Figure 1. Metal 3.
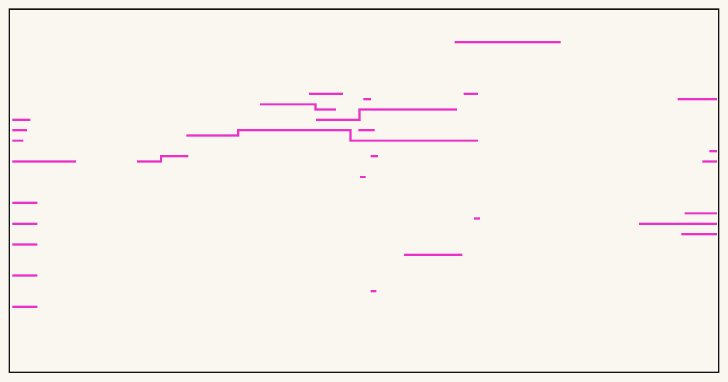
Figure 2. Signal wires by layer.
Scale bar: 20 microns. Only two layers are drawn.
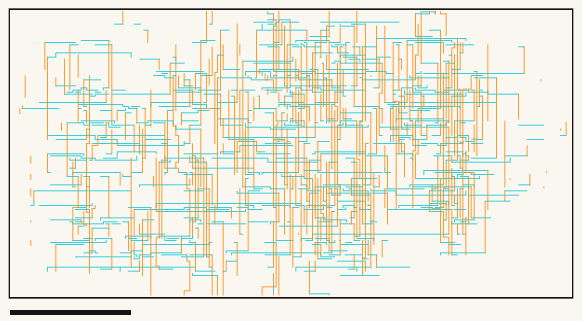
Figure 3. The metal 2 layer.
Scale bar: 20 microns.
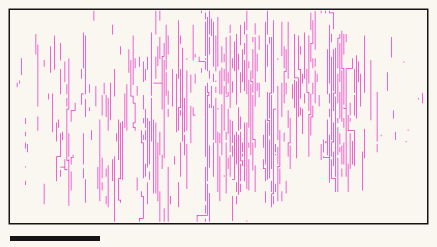
<file path="src/rtl/seq_pattern_gen_pkg.sv">
// Shared types and sizing helpers for the serial pattern generator and its run tracker.
package seq_pkg;

    typedef enum logic [1:0] {
        IDLE  = 2'd0,
        SEND  = 2'd1,
        PAUSE = 2'd2,
        DONE  = 2'd3
    } seqState_t;

    localparam int MATCH_MAX = 255;

    function automatic int bitCntWidth(input int len);
        return $clog2(len + 1);
    endfunction

    function automatic int runCntWidth(input int run);
        return $clog2(run + 1);
    endfunction

endpackage

</file>
<file path="src/rtl/seq_pattern_gen_if.sv">
// Control and observation bundle between a stimulus source and the pattern generator.
interface seq_pattern_gen_if #(
    parameter int LEN = 16
);

    logic           load;
    logic [LEN-1:0] pattern;
    logic           start;
    logic           hold;
    logic           w;
    logic           w_valid;
    logic           z_exp;
    logic           busy;
    logic           done;
    logic [7:0]     match_count;

    modport master (
        output load, pattern, start, hold,
        input  w, w_valid, z_exp, busy, done, match_count
    );

    modport slave (
        input  load, pattern, start, hold,
        output w, w_valid, z_exp, busy, done, match_count
    );

endinterface

</file>
<file path="src/rtl/seq_pattern_gen_run_tracker.sv">
// Mirrors the detector: tracks the run of equal bits and registers the expected z.
module run_tracker
    import seq_pkg::*;
#(
    parameter int RUN = 4
) (
    input  logic clk,
    input  logic rst,
    input  logic clear_i,
    input  logic advance_i,
    input  logic bit_i,
    output logic prevBit_o,
    output logic zExp_o
);

    localparam int RW = runCntWidth(RUN);
    localparam logic [RW-1:0] RUN_MAX = RW'(RUN);
    localparam logic [RW-1:0] RUN_ONE = RW'(1);

    logic [RW-1:0] run_q, run_d;
    logic          prevBit_q, prevBit_d;
    logic          zExp_q, zExp_d;

    // A run count of zero marks "no bit seen yet", so the first bit always starts a fresh run.
    always_comb begin
        run_d     = run_q;
        prevBit_d = prevBit_q;
        zExp_d    = zExp_q;
        if (clear_i) begin
            run_d     = '0;
            prevBit_d = 1'b0;
            zExp_d    = 1'b0;
        end else if (advance_i) begin
            prevBit_d = bit_i;
            if (run_q == '0 || bit_i != prevBit_q) begin
                run_d = RUN_ONE;
            end else if (run_q != RUN_MAX) begin
                run_d = run_q + RUN_ONE;
            end
            zExp_d = (run_d == RUN_MAX);
        end
    end

    always_ff @(posedge clk or posedge rst) begin
        if (rst) begin
            run_q     <= '0;
            prevBit_q <= 1'b0;
            zExp_q    <= 1'b0;
        end else begin
            run_q     <= run_d;
            prevBit_q <= prevBit_d;
            zExp_q    <= zExp_d;
        end
    end

    assign prevBit_o = prevBit_q;
    assign zExp_o    = zExp_q;

endmodule

</file>
<file path="src/rtl/seq_pattern_gen.sv">
// Serial stimulus transmitter: shifts a loaded pattern out MSB-first and predicts the detector's z.
module seq_pattern_gen
    import seq_pkg::*;
#(
    parameter int LEN = 16,
    parameter int RUN = 4
) (
    input logic         clk,
    input logic         rst,
    seq_pattern_gen_if.slave bus
);

    localparam int CW = bitCntWidth(LEN);
    localparam logic [CW-1:0] LAST_BIT  = CW'(LEN - 1);
    localparam logic [CW-1:0] CNT_ONE   = CW'(1);
    localparam logic [7:0]    MATCH_SAT = 8'(MATCH_MAX);

    seqState_t      state_q, state_d;
    logic [LEN-1:0] shift_q, shift_d;
    logic [CW-1:0]  bitCnt_q, bitCnt_d;
    logic [7:0]     matchCount_q, matchCount_d;

    logic prevBit;
    logic zExp;
    logic trackClear;
    logic trackAdvance;

    // The shift register rotates rather than shifts, so after a full transaction it
    // holds the original pattern again and a bare Start resends it.
    always_comb begin
        state_d      = state_q;
        shift_d      = shift_q;
        bitCnt_d     = bitCnt_q;
        matchCount_d = matchCount_q;
        case (state_q)
            IDLE: begin
                if (bus.load) begin
                    shift_d = bus.pattern;
                end
                if (bus.start) begin
                    state_d      = SEND;
                    bitCnt_d     = '0;
                    matchCount_d = '0;
                end
            end
            SEND: begin
                shift_d  = {shift_q[LEN-2:0], shift_q[LEN-1]};
                bitCnt_d = bitCnt_q + CNT_ONE;
                if (bitCnt_q == LAST_BIT) begin
                    state_d = DONE;
                end else if (bus.hold) begin
                    state_d = PAUSE;
                end
            end
            PAUSE: begin
                if (!bus.hold) begin
                    state_d = SEND;
                end
            end
            DONE: begin
                state_d = IDLE;
            end
            default: begin
                state_d = IDLE;
            end
        endcase
        if ((state_q == SEND || state_q == DONE) && zExp && matchCount_q != MATCH_SAT) begin
            matchCount_d = matchCount_q + 8'd1;
        end
    end

    always_ff @(posedge clk or posedge rst) begin
        if (rst) begin
            state_q      <= IDLE;
            shift_q      <= '0;
            bitCnt_q     <= '0;
            matchCount_q <= '0;
        end else begin
            state_q      <= state_d;
            shift_q      <= shift_d;
            bitCnt_q     <= bitCnt_d;
            matchCount_q <= matchCount_d;
        end
    end

    // Clearing on the way out of DONE drops z_exp on entry to IDLE.
    assign trackClear   = (state_q == IDLE && bus.start) || (state_q == DONE);
    assign trackAdvance = (state_q == SEND);

    run_tracker #(
        .RUN(RUN)
    ) uTracker (
        .clk       (clk),
        .rst       (rst),
        .clear_i   (trackClear),
        .advance_i (trackAdvance),
        .bit_i     (shift_q[LEN-1]),
        .prevBit_o (prevBit),
        .zExp_o    (zExp)
    );

    assign bus.w           = (state_q == SEND) ? shift_q[LEN-1] : prevBit;
    assign bus.w_valid     = (state_q == SEND);
    assign bus.z_exp       = zExp;
    assign bus.busy        = (state_q == SEND) || (state_q == PAUSE);
    assign bus.done        = (state_q == DONE);
    assign bus.match_count = matchCount_q;

endmodule

</file>
<file path="src/flat_wrapper.sv">
// flat-port wrapper written by rule: the top's interface ports become plain ports
module seq_pattern_gen_flat import seq_pkg::*;
#(
    parameter int LEN = 16,
    parameter int RUN = 4
)
  (clk, rst, bus_load, bus_pattern, bus_start, bus_hold, bus_w, bus_w_valid, bus_z_exp, bus_busy, bus_done, bus_match_count);
  seq_pattern_gen_if #(.LEN(LEN)) bus_i ();
  input logic clk;
  input logic rst;
  input wire logic [$bits(bus_i.load)-1:0] bus_load;
  input wire logic [$bits(bus_i.pattern)-1:0] bus_pattern;
  input wire logic [$bits(bus_i.start)-1:0] bus_start;
  input wire logic [$bits(bus_i.hold)-1:0] bus_hold;
  output wire logic [$bits(bus_i.w)-1:0] bus_w;
  output wire logic [$bits(bus_i.w_valid)-1:0] bus_w_valid;
  output wire logic [$bits(bus_i.z_exp)-1:0] bus_z_exp;
  output wire logic [$bits(bus_i.busy)-1:0] bus_busy;
  output wire logic [$bits(bus_i.done)-1:0] bus_done;
  output wire logic [$bits(bus_i.match_count)-1:0] bus_match_count;
  assign bus_i.load = bus_load;
  assign bus_i.pattern = bus_pattern;
  assign bus_i.start = bus_start;
  assign bus_i.hold = bus_hold;
  assign bus_w = bus_i.w;
  assign bus_w_valid = bus_i.w_valid;
  assign bus_z_exp = bus_i.z_exp;
  assign bus_busy = bus_i.busy;
  assign bus_done = bus_i.done;
  assign bus_match_count = bus_i.match_count;
  seq_pattern_gen #(.LEN(LEN), .RUN(RUN)) u_core (.clk(clk), .rst(rst), .bus(bus_i));
endmodule
</file>
<file path="config.mk">
export PLATFORM = sky130hd
export DESIGN_NAME = seq_pattern_gen_flat
export DESIGN_NICKNAME = d
export VERILOG_FILES = /design/src/rtl/seq_pattern_gen_pkg.sv /design/src/rtl/seq_pattern_gen_if.sv /design/src/rtl/seq_pattern_gen_run_tracker.sv /design/src/rtl/seq_pattern_gen.sv /design/src/flat_wrapper.sv
export SDC_FILE = /design/constraint.sdc
export NUM_CORES = 1
export LEC_CHECK = 0
export CORE_ASPECT_RATIO = 0.5
export CORE_UTILIZATION = 47
export DETAILED_ROUTE_END_ITERATION = 10
export PLACE_DENSITY = 0.86
export SLEW_MARGIN = 20
export SYNTH_ARGS = -nofsm -noshare
export SYNTH_HDL_FRONTEND = slang
export SYNTH_SLANG_ARGS = --single-unit
</file>
<file path="constraint.sdc">
create_clock -name clk -period 1.56 [get_ports clk]
set_input_delay 0.39 -clock clk [delete_from_list [all_inputs] [get_ports clk]]
set_output_delay 0.39 -clock clk [all_outputs]
set_load 0.02 [all_outputs]
</file>
==> summary.txt <==
yosys + openroad results -> asr flop ratio synth=1.00, number of enable flip-flop cells=0, Yosys Instances=197, Detail Route Antenna Nets=0, Hold Fails Final Rpt=0, Gate Area=approximately 0.0010 sq mm, die height=around 47 microns, count leader, synth=dfrtp_1, R2R setup slack=-140 ps, post_cts resized=36, row count=16, flop share of the area=0.337, outcome=finished with violations, Max VDD drop=0.000983 V, post-layout period usage=1.11, inverters=9, M1 GR Usage=0.228, Pre-antenna DRT Iters=4, delay-heaviest family, CP=flip-flops, Post-synth seq share=0.465, Adders+Majority by Area=0.0582, critical path startpoint category=flip-flop, root buf cell=clkbuf_8, max_cap viols=0, main flop type after synthesis=dfrtp_1, Max Clk Rate=between 500 and 600 MHz, critical path class=reg -> out, reg-to-reg endpoint=u_core.bus.match_count[6], fin. max-slew vios=0, core box area=just under 0.004 sq mm, Mapped Cells=197, Synth mux share=0.0989, Yosys chip area=around 0.0019 sq mm, IO Pins=34, final setup margin=-177 ps, Sequential cell area=901 sq um, CP Max Fanout=3, final hold slack=around 450 ps, number of global-route vias before repair=about 1,500, failing checks=negative setup slack, pin count of the biggest net entering global routing=37, htree depth=2, port buffer count=33, area leader, netlist=dfrtp_1, final setup violation count=10, area share, top type=0.465, minimum clock period after layout=1740 ps, Post-Layout Inst Area=0.00268 sq mm, clock tree buffer depth=2
## Picture notes: Figure 1
The longest straight run is 16.6 microns. The layer carries 161 microns of wire. The wires run mostly horizontal. The layer holds 3.7% of the routed length. 23 nets have wire on it.
routed wire length: 4310 microns
M3 GR Usage: 0.0566

## Picture notes: Figure 2
Key: met1 = cyan [wire length 1,880 microns]; met2 = orange [wire length 2,210 microns]
vias: 1,659
post-DR wirelength/cell: 14.0 microns

## Picture notes: Figure 3
The layer carries 2,210 microns of wire. The wires run mostly vertical. The longest straight run is 24.0 microns. The layer holds 51% of the routed length.
met2 Use GR: 0.393

kinds of logic (layout without fill, tap and decap cells):
logic type | after synthesis | after routing
buf+inv | 17 | 73
fa+ha+maj | 9 | 9
simple gates | 66 | 66
xor+xnor | 2 | 2
mux | 19 | 19
flops | 36 | 36
compound gates | 48 | 48
tightest hold or removal path: cells and delay by family:
family | cells | cell delay, ps
buffers and inverters | 3 | 710
routing by layer:
metal  vias up  share of wire
met2        35           0.51
met3         9          0.037
li1        815              -
met1       800           0.44
met4         0          0.012
met5         -              0
sequential cells by signal (all words and copies together) (netlist names):
register	count
u_core.bitCnt_q	5
u_core.bus.match_count	8
u_core.shift_q	16
u_core.state_q	2
u_core.uTracker.prevBit_o	1
u_core.uTracker.run_q	3
u_core.uTracker.zExp_o	1
stage by stage:
| step | TNS (ps) | util |
|---|---|---|
| after CTS | -928 | 0.670 |
| after floorplan | -20.5 | - |
| after global routing | -2170 | 0.682 |
| final | -779 | 0.682 |
| after global placement | -1560 | 0.644 |
| after detailed placement | -2720 | 0.644 |
placed cells by master (no fill, tap or decap), types with 2 or more instances in the layout:
master / count
buf_6: 6
o21ai_1: 7
inv_1: 7
nand2b_1: 2
nor2_1: 5
nor3_1: 4
dfrtp_1: 36
and3_2: 2
dlygate4sd2_1: 9
nor2b_1: 2
o21ai_2: 2
ha_1: 5
inv_2: 2
a22o_1: 2
clkbuf_8: 5
o21ai_0: 16
a211o_1: 3
buf_12: 3
xor2_1: 2
mux2i_1: 17
nor3b_1: 2
ha_4: 3
buf_4: 18
nand3_1: 9
a21oi_1: 5
clkdlybuf4s50_1: 20
nand2_1: 30
and3_1: 5
power breakdown:
group	internal [uW]	leakage, uW	switching [uW]
clock network	304	0.0000410	324
registers	1260	0.000468	221
logic	1150	0.000774	1260
Power and IR drop assume default switching activity.
